==> config.mk <==
export PLATFORM = sky130hd
export DESIGN_NAME = writeback_arbiter
export DESIGN_NICKNAME = d
export VERILOG_FILES = /design/src/rtl/writeback_arbiter_pkg.sv /design/src/rtl/wb_fifo.sv /design/src/rtl/writeback_arbiter.sv
export SDC_FILE = /design/constraint.sdc
export NUM_CORES = 1
export LEC_CHECK = 0
export CAP_MARGIN = 15
export CELL_PAD_IN_SITES_DETAIL_PLACEMENT = 1
export CELL_PAD_IN_SITES_GLOBAL_PLACEMENT = 2
export CORE_UTILIZATION = 36
export CTS_BUF_LIST = sky130_fd_sc_hd__clkbuf_2 sky130_fd_sc_hd__clkbuf_4 sky130_fd_sc_hd__clkbuf_8
export CTS_CLUSTER_SIZE = 24
export DETAILED_ROUTE_END_ITERATION = 8
export PLACE_DENSITY_LB_ADDON = 0.12
export SLEW_MARGIN = 20
export SYNTH_ARGS = -nofsm -noshare
export SYNTH_HDL_FRONTEND = slang
export SYNTH_SLANG_ARGS = --single-unit
==> constraint.sdc <==
create_clock -name clk -period 4.1 [get_ports clk]
set_input_delay 1.025 -clock clk [delete_from_list [all_inputs] [get_ports clk]]
set_output_delay 1.025 -clock clk [all_outputs]
set_load 0.005 [all_outputs]
Fig. 1: run 1, wires at chosen ports, followed through buffers
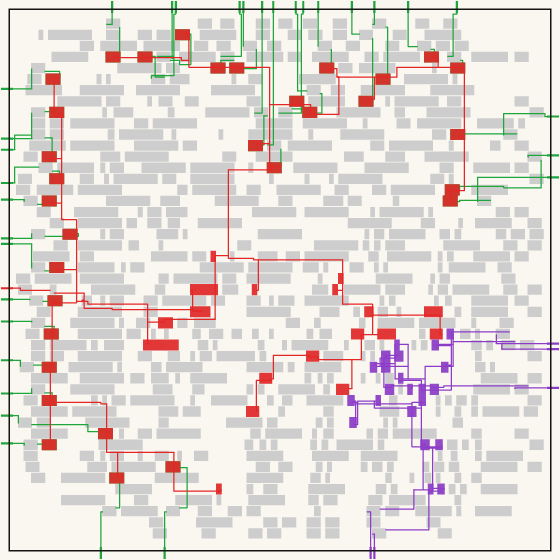
legend:
  `issue_rd`:
    color: purple
    direction: input
    end_cells: 22
    buffers: 5
    wire: 384 µm
  `alu_data`:
    color: green
    direction: input
    end_cells: 32
    buffers: 32
    wire: 646 µm
  `alu_valid`:
    color: red
    direction: input
    end_cells: 50
    buffers: 2
    wire: 684 µm
IO Pins: 156
input/output buffers: 154

Fig. 2: run 1, wire density map
The bar under the picture is 50 µm long. 27 x 27 tiles, from dark purple (low) to yellow (high), scaled to the fullest tile. Values are wire area over tile area, all layers added.
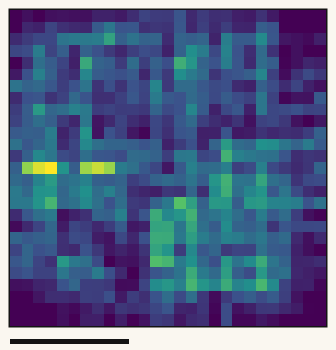
densest ninth of the die: middle left
nearly empty tiles: 6.7%
fullest tile: 0.58
tiles over half the peak: 7.8%
mean over tiles: 0.15
WL final: 16.3 mm
via count: 4,411

Fig. 3: run 1, cells by drive strength
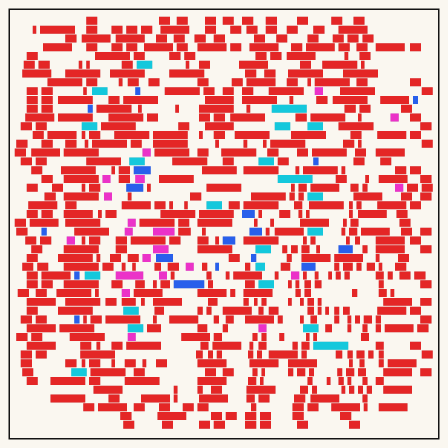
legend:
  drive 6 and up:
    color: cyan
    cells: 21
    share: 3.3%
    most_used: clkbuf_8
  drive 2:
    color: blue
    cells: 18
    share: 2.8%
    most_used: clkinv_2
  drive 3 to 4:
    color: magenta
    cells: 20
    share: 3.2%
    most_used: buf_4
  drive 1 or less:
    color: red
    cells: 575
    share: 91%
    most_used: clkdlybuf4s50_1
Final Instance Area: 8280 µm²
setup ws final: 1.00 ns

Fig. 4: run 1, placement by cell class
The bar under the picture is 50 µm long.
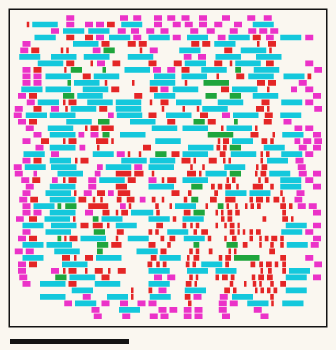
legend:
  flip-flops:
    color: cyan
    cells: 147
    share_of_their_area: 51%
  clock drivers and dummy loads:
    color: green
    cells: 32
    share_of_their_area: 5.1%
  other buffers and delay cells:
    color: magenta
    cells: 165
    share_of_their_area: 20%
  all other logic:
    color: red
    cells: 290
    share_of_their_area: 24%
CORE AREA: 16,600 µm²
Seq area share: 0.489
final core occ: 0.497
row count: 47

==> GITHUB_STEP_SUMMARY, run 1 <==
## Synthesis and layout report

| Metric | Value |
|---|---|
| H-tree levels | 4 |
| Synth Cell Area | 6140 µm² |
| Layout cell share with drive strength beyond 1 | 0.0931 |
| Mapped Cells | 470 |
| Nets at Floorplan | 558 |
| Clock skew | 0.0100 ns |
| P per Cell Area | 547 nW/µm² |
| Actual slew at the worst max-slew pin | ~0.89 ns |
| Final hold vios | 0 |
| Post-DP Area | 7870 µm² |
| Syn avg cell area | 13.1 µm² |
| CP arrival | 3.38 ns |
| Fmax | about 0.32 GHz |
| Hold crit path type | register to register |
| Area Growth Syn to Fin | 34.9% |
| Die height | 133 µm |
| Post-synth EDFFs | 74 |
| Crit. End Element | register |
| Tcrit/Tclk final | 0.756 |
| Pint | 3.13 mW |
| Max FFs per register | between 70 and 80 |
| Vias in the first global route | 4,845 |
| DIE AREA | 17,600 µm² |
| Post-route DRC | 0 |
| Status | complete, no violations |
| GRT Resource Usage Total | 0.197 |
| #FFs+latches synth | 147 |
run 1: placed cells by master, fill, tap and decap left out, types with 2 or more instances in the layout:
cell	n
clkdlybuf4s50_1	153
edfxtp_1	74
dfrtp_1	72
mux2i_1	38
nor2_1	38
a221o_1	32
nand2_1	32
o21ai_0	31
nand3_1	31
inv_1	21
clkbuf_8	17
o31ai_1	16
buf_4	11
o211ai_1	9
clkinv_2	7
nor2b_1	7
o41ai_1	6
clkinvlp_4	4
o221a_2	3
xnor2_1	3
bufinv_16	3
nor3_1	2
and3_1	2
nor4_1	2
nor4_2	2
ha_1	2
ha_2	2
run 1: critical path, stage by stage:
cell             delay, ns
clkdlybuf4s50_1       0.45
or4b_4                0.25
o221a_1               0.68
clkinv_2              0.46
nor4_1                0.39
nand3_1               0.11
run 1: metrics by stage:
stage	power [mW]	worst slack, ns	hold WS (ns)	std cells
finish	4.52	1.00	0.552	854
global route	4.78	0.817	0.587	854
CTS	4.60	0.997	0.559	854
detailed placement	3.41	0.496	0.537	822
global placement	3.37	0.575	0.529	822
floorplan	2.79	0.905	0.519	470
run 1: layer usage:
layer | routed length, µm | GRT usage
met3 | 932 | 0.0582
met1 | 7130 | 0.240
met5 | 25 | 0
met4 | 104 | 0.0696
met2 | 8080 | 0.331
run 1: power groups by stage:
stage               clock network, mW  logic (mW)  registers [mW]
finish                           1.16        1.34            2.02
global route                     1.25        1.48            2.05
CTS                              1.20        1.37            2.03
detailed placement                  0        1.36            2.05
global placement                    0        1.33            2.04
floorplan                           0       0.811            1.97
run 1: kinds of logic (layout without fill, tap and decap cells):
| logic type | Yosys count | after routing | synth area share |
|---|---|---|---|
| DFF | 147 | 147 | 0.660 |
| and+or+nand+nor | 119 | 119 | 0.0907 |
| AOI/OAI and AO/OA | 101 | 101 | 0.129 |
| buffers and inverters | 57 | 221 | 0.0453 |
| muxes | 38 | 38 | 0.0620 |
| adders and majority gates | 4 | 4 | 0.00816 |
| xor gates and xnor gates | 3 | 3 | 0.00428 |
| other | 1 | 1 | 0.000611 |
run 1: cell type report:
cell class / instances / area [µm²]
Fill cell: 1709 / 8370
Tap cell: 220 / 275
Multi-Input combinational cell: 266 / 1840
Timing Repair Buffer: 165 / 1620
Clock buffer: 18 / 241
Inverter: 24 / 92.6
Sequential cell: 147 / 4050
Clock inverter: 14 / 163
Fig. 5: run 1, track usage over the die
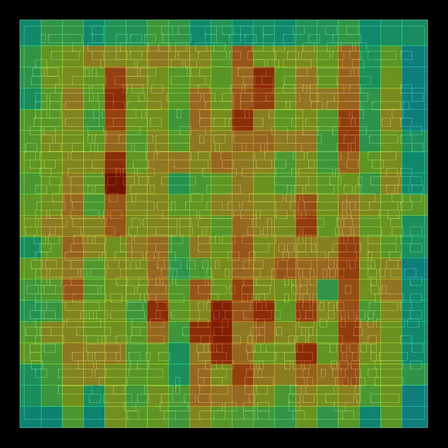

==> run 2: changes to the inputs <==
- CORE_UTILIZATION: 36 -> 30
- clock period: 4.1 -> 2.8 ns (I/O delays scaled with it)
Fig. 6: run 2, track usage over the die
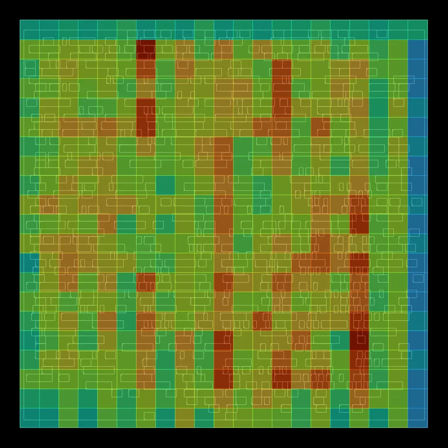
final core occ: 0.429
met2 usage in global routing: 0.279
met1 usage: 0.206
routing usage on met3: 0.0535

==> run 2 against run 1 <==
  * Critical path depth is 3 lower
  * Synthesized cell count stayed put
  * Utilization is 6.8 points lower
  * Design area is 2.6% higher
  * Setup slack worse by 0.64 ns
  * Combinational power is 59% higher
  * Count of clock-buffer cells in the layout is 1 lower
  * Critical path type is now register to primary output
  * Largest cell class unchanged
==> GITHUB_STEP_SUMMARY, run 2 <==
## Synthesis and layout report

| Metric | Value |
|---|---|
| XOR Share, Synth | 0.00428 (unchanged) |
| Post-DP Area | 8110 µm² (+3.0%) |
| WL final | 17.1 mm (+5.2%) |
| Top non-seq family | AND-OR/OR-AND gates |
| Crit. End Element | primary output |
| Input/output buffers | 154 (unchanged) |
| Synth Cell Area | 6140 µm² (unchanged) |
| Layout cell share with drive strength beyond 1 | 0.118 (+0.0249) |
| Nets at Floorplan | 558 (unchanged) |
| Top cells excl fill/tap | clkdlybuf4s50_1, edfxtp_1, dfrtp_1 |
| Pre-Repair DR Iteration Count | 4 |
| Hold crit path type | register to register |
| Total gr overflow | 0 |
| Total chip power | 6.66 mW (+47%) |
| Status | complete, no violations |
| Fillers | 2,120 (+24%) |
| Die height | 145 µm (+9.4%) |
| GRT Resource Usage Total | 0.168 (-0.0287) |
| H-tree levels | 4 (unchanged) |
| Vias in the first global route | 4,917 (+1.5%) |
| CP arrival | 1.74 ns (-1.64 ns) |
| Critical Path Slowest Stage Cell | dfrtp_1 |
| Crit-path cells | inv_1 -> nor2_1 -> clkdlybuf4s50_1 |
| Clock skew | 0.0148 ns (+0.00476 ns) |
| Crit path largest cell delay | 0.53 ns (-0.15 ns) |
| Max FFs per register | 74 (unchanged) |
| Post-Synth Adder-Cell Area | 0.00815 (unchanged) |
| Compound-Gate Fraction of Synth Area | 0.129 (unchanged) |
| Simple share | 0.0907 (unchanged) |
| Post-route DRC | 0 (unchanged) |
| Placed cells | 886 (+7.8%) |
| Fmax | 0.410 GHz |
| Row count | 51 (+8.5%) |
| Mapped Cells | 470 (unchanged) |
| Pint | 4.51 mW (+44%) |
| Actual slew at the worst max-slew pin | 0.528 ns (-0.361 ns) |
| Layout Cells excl Fill | 918 (+7.5%) |
| IO Pins | 156 (unchanged) |
| CORE AREA | 19,800 µm² (+19%) |
| Tcrit/Tclk final | 0.872 |
| DIE AREA | 21,000 µm² (+20%) |
| Via count | 4,537 (+2.9%) |
| P per Cell Area | 784 nW/µm² (+43%) |
| Post-synth EDFFs | 74 (unchanged) |
| Mux area share | 0.0620 (unchanged) |
| P_sw | about 2.2 mW |
| #FFs+latches synth | 147 (unchanged) |
Fig. 7: run 2, cells by drive strength
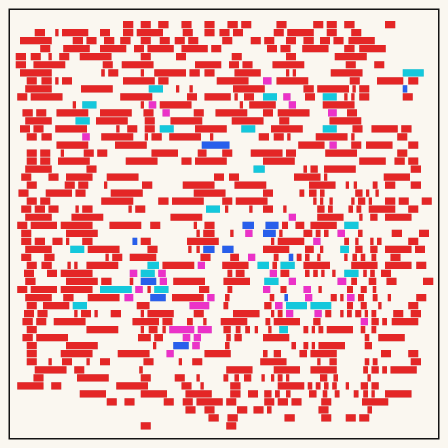
legend:
  drive 2:
    color: blue
    cells: 13
    share: 2.0%
    most_used: o221a_2
  drive 6 and up:
    color: cyan
    cells: 26
    share: 4.0%
    most_used: clkbuf_8
  drive 1 or less:
    color: red
    cells: 576
    share: 88%
    most_used: clkdlybuf4s50_1
  drive 3 to 4:
    color: magenta
    cells: 38
    share: 5.8%
    most_used: buf_4
Final Instance Area: 8490 µm²
setup ws final: 0.359 ns
Non-Clock Buffer Count: 184
Area Growth Syn to Fin: 38.4%

run 2: cell counts after synthesis:
No cell type changed its count.
run 2: layout make-up:
class,count,area [µm²],share of cell area
Clock buffer,17,234,0.0275
Clock inverter,15,150,0.0177
Inverter,24,92.6,0.0109
Multi-Input combinational cell,266,1840,0.216
Sequential cell,147,4050,0.477
Tap cell,265,332,0.0390
Timing Repair Buffer,184,1800,0.212
run 2: cells by family (layout without fill, tap and decap cells):
logic type      after synthesis  after routing
flops                       147            147
simple gates                119            119
compound gates              101            101
buf+inv                      57            240
mux                          38             38
fa+ha+maj                     4              4
xor+xnor                      3              3
other cells                   1              1
run 2: per-layer routing:
layer  track usage  share of wire
met5             0        0.00047
met2         0.279           0.50
met1         0.206           0.43
met4        0.0559          0.013
met3        0.0535          0.063
run 2: power by group through the flow:
| stage | clock network (mW) | registers [mW] | logic, mW |
|---|---|---|---|
| final | 1.62 | 2.91 | 2.13 |
| after global routing | 1.78 | 2.95 | 2.34 |
| after CTS | 1.68 | 2.92 | 2.18 |
| after detailed placement | 0 | 2.96 | 2.18 |
| after global placement | 0 | 2.94 | 2.12 |
| after floorplan | 0 | 2.89 | 1.19 |
run 2: through the flow:
step	hold slack (ns)	worst slack, ns
CTS	0.556	0.292
detailed placement	0.534	-0.0531
global route	0.577	0.242
global placement	0.524	-0.0119
finish	0.547	0.359
floorplan	0.519	-0.0704
run 2: worst max-delay path: cells and delay by family (launching register included):
kind                   cells  cell delay (ns)
buffers and inverters      2             0.65
DFF                        1             0.53
and+or+nand+nor            1             0.11
Power figures rest on the tool's default switching activity, not on a simulated workload.
